m1.png
Cells faint in the background.
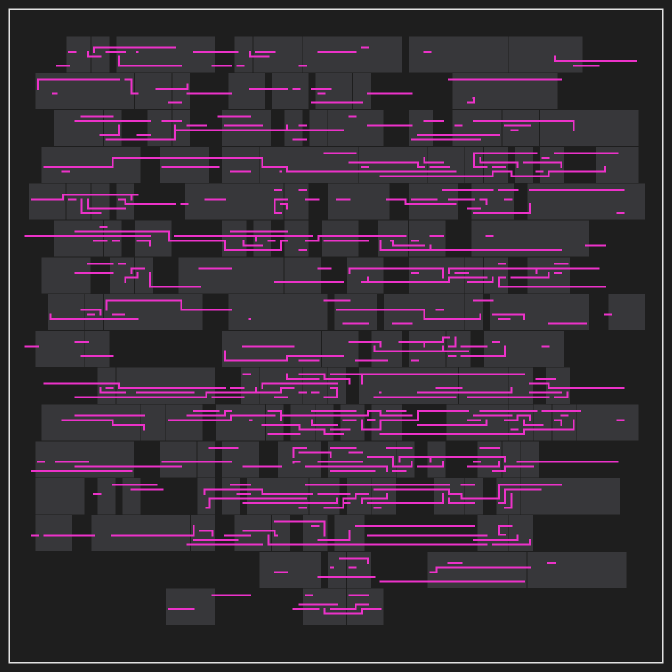
m2.png
The bar under the picture is 10 µm long.
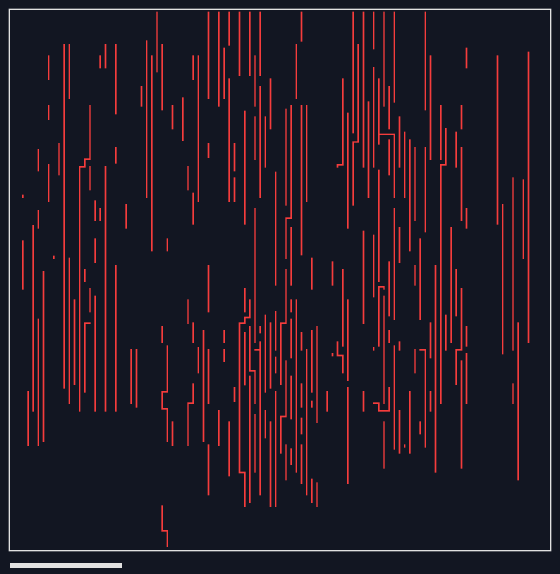
--- src/rtl/mux_8x1_serializer.sv ---
// mux_8x1_serializer: captures an 8-bit word, drives it onto the mux data
// inputs A..H and steps the mux select 000..111. Each select change is
// followed by DWELL settle cycles, then a Bit_Valid strobe that the consumer
// acknowledges with Out_Ready.
module mux_8x1_serializer #(
  parameter int unsigned DWELL = 2
) (
  input  logic       Clk,
  input  logic       Rst,
  input  logic       Load_Valid,
  input  logic [7:0] Data,
  output logic       Load_Ready,
  input  logic       Out_Ready,
  output logic       A,
  output logic       B,
  output logic       C,
  output logic       D,
  output logic       E,
  output logic       F,
  output logic       G,
  output logic       H,
  output logic       Sel2,
  output logic       Sel1,
  output logic       Sel0,
  output logic       Bit_Valid,
  output logic       Last
);

  typedef enum logic [1:0] {
    IDLE    = 2'd0,
    SETTLE  = 2'd1,
    PRESENT = 2'd2
  } state_t;

  // Counter reload: it is checked for zero before decrementing, so loading
  // DWELL-1 yields exactly DWELL low cycles before the strobe.
  localparam logic [7:0] RELOAD = 8'(DWELL - 1);

  state_t     state_q, state_d;
  logic [7:0] cnt_q, cnt_d;
  logic [7:0] word_q, word_d;
  logic [2:0] sel_q, sel_d;

  // Next-state logic: load in IDLE, settle countdown, per-bit handshake.
  always_comb begin
    state_d = state_q;
    cnt_d   = cnt_q;
    word_d  = word_q;
    sel_d   = sel_q;
    case (state_q)
      IDLE: begin
        if (Load_Valid) begin
          word_d  = Data;
          sel_d   = '0;
          cnt_d   = RELOAD;
          state_d = SETTLE;
        end
      end
      SETTLE: begin
        if (cnt_q == '0) begin
          state_d = PRESENT;
        end else begin
          cnt_d = cnt_q - 8'd1;
        end
      end
      PRESENT: begin
        if (Out_Ready) begin
          if (sel_q == 3'd7) begin
            sel_d   = '0;
            state_d = IDLE;
          end else begin
            sel_d   = sel_q + 3'd1;
            cnt_d   = RELOAD;
            state_d = SETTLE;
          end
        end
      end
      default: begin
        state_d = IDLE;
      end
    endcase
  end

  // State registers with synchronous, highest-priority reset.
  always_ff @(posedge Clk) begin
    if (Rst) begin
      state_q <= IDLE;
      cnt_q   <= '0;
      word_q  <= '0;
      sel_q   <= '0;
    end else begin
      state_q <= state_d;
      cnt_q   <= cnt_d;
      word_q  <= word_d;
      sel_q   <= sel_d;
    end
  end

  assign Load_Ready = (state_q == IDLE);
  assign Bit_Valid  = (state_q == PRESENT);
  assign Last       = Bit_Valid && (sel_q == 3'd7);
  assign {H, G, F, E, D, C, B, A} = word_q;
  assign {Sel2, Sel1, Sel0}       = sel_q;

endmodule

--- config.mk ---
export PLATFORM = sky130hd
export DESIGN_NAME = mux_8x1_serializer
export DESIGN_NICKNAME = d
export VERILOG_FILES = /design/src/rtl/mux_8x1_serializer.sv
export SDC_FILE = /design/constraint.sdc
export NUM_CORES = 1
export LEC_CHECK = 0
export CAP_MARGIN = 40
export CORE_MARGIN = 1
export CORE_UTILIZATION = 47
export DETAILED_ROUTE_END_ITERATION = 8
export PLACE_DENSITY = 0.77
export SYNTH_ARGS = -nofsm -noshare
export SYNTH_HDL_FRONTEND = slang
export SYNTH_SLANG_ARGS = --single-unit
--- constraint.sdc ---
create_clock -name Clk -period 1.9 [get_ports Clk]
set_clock_uncertainty 0.05 [all_clocks]
set_input_delay 0.285 -clock Clk [delete_from_list [all_inputs] [get_ports Clk]]
set_output_delay 0.285 -clock Clk [all_outputs]
set_load 0.1 [all_outputs]
==> Slide: Implementation Results <==
Flow Results at a Glance

Run status
  • Status: complete, no violations

Placed design
  • Cells after DPL: 174
  • DP Area: 0.00134 mm²
  • DP HPWL: 1820 µm

STA
  • Final worst slack: 0.0784 ns
  • Setup_tns: 0 ns
  • Fin. max-slew vios: 0
  • Final min period: 1.82 ns
  • Fin Hold WS: 0.412 ns
  • Final Setup Violations: 0

Layout
  • Logic Gate Count: 90
  • Final nets: 168
  • Finished Core Util: 0.693
  • Logic area: 566 µm²
  • Synth-to-Final Area Change: 37.1%
  • # clk buffers: 4
  • Fill count: 163
  • Sequential cell area: 430 µm²
  • Layout clock area frac: 0.0191
  • Non-clock buffer share: 0.217
  • Sequential portion of the cell area: 0.314
  • Final Instance Area: 0.00137 mm²
  • Nonclk inv count: 5

Power and ir drop
  • Tot Pwr: 2.44 mW
  • Clk pwr: 0.212 mW
  • Power Dens Cells: 1780 mW/mm²
  • Internal power: 1.18 mW
  • Logic power comb: 1.52 mW
  • LEAKAGE: 0.552 nW
  • Worst vdd ir: 0.00128 V
  • Clock network power share: 0.087

Hold path
  • Worst Hold Path EP: word_q[6]
  • Worst hold start: word_q[6]

Floorplanning
  • Tapcells: 27
  • Ports: 26

Worst setup path
  • Crit path kind: register to register
  • WP data arrival: 1.97 ns
  • Crit path max-delay family: simple AND/OR/NAND/NOR gates
  • Worst-path cell chain: ha_1 > ha_2 > or3b_4 > a21oi_4 > nand2_1 > a32o_1
  • Setup crit end: cnt_q[1]
  • R2r startpoint: sel_q[1]

Logic synthesis
  • Simple-gate share of the synthesized area: 0.265
  • Syn Nets: 136
  • Dominant comb cell: simple AND/OR/NAND/NOR gates
  • Max-area cell share: 0.420
  • Yosys xor share: 0
  • Top cells by count, synth: nand2_1 (25), dfxtp_1 (21), a21oi_1 (19)
  • Synth Instances: 120
  • Async SR Flop Fraction: 0
  • Netlist Area Pre-Place: 0.00100 mm²
  • YS warnings: 0
  • Register share after synthesis: 0.420
  • Ys flop type: dfxtp_1

Global routing
  • Largest net degree at the start of global routing: 12
  • Most crowded layer after global routing: met2

Routing
  • Drc violations: 0
  • Via/cell ratio: 5.39

CTS
  • Clk latency late pin: 0.29 ns
  • CTS max path bufs: 2
  • Clock sink count: 21
  • Clock root buffer: clkbuf_4

Run
  • MaxCap Viol Count: 0
## Picture notes: m1.png
nets with wire on the layer	149
longest straight run	16.1 µm
main direction	horizontal
wire length on this layer	1,020 µm
DR vias: 960
met1 Use GR: 0.266
Routed WL: 2340 µm

## Picture notes: m2.png
share of all routed wire	53%
longest straight run	30.6 µm
wire length on this layer	1,230 µm
nets with wire on the layer	143
main direction	vertical

==> metal layers <==
layer / routed length [µm] / vias to the layer above
li1: - / 491
met1: 1020 / 445
met2: 1230 / 24
met3: 84 / 0
met4: 0 / 0
met5: 0 / -
==> cells in the final DEF, fill, tap and decap left out, drive strengths merged, types with 2 or more instances in the layout <==
| master | synthesis | routed |
|---|---|---|
| nand2b | 2 | 2 |
| nand2 | 25 | 25 |
| nor2 | 6 | 6 |
| dfxtp | 21 | 21 |
| a31oi | 3 | 3 |
| buf | 2 | 20 |
| ha | 4 | 4 |
| a21oi | 20 | 20 |
| clkdlybuf4s50 | 0 | 11 |
| nand3 | 4 | 4 |
| clkbuf | 2 | 4 |
| a21o | 2 | 2 |
| nor3 | 4 | 4 |
| nor3b | 2 | 2 |
| o21ai | 2 | 2 |
| inv | 5 | 5 |
Power is estimated from default activity; no workload was simulated.
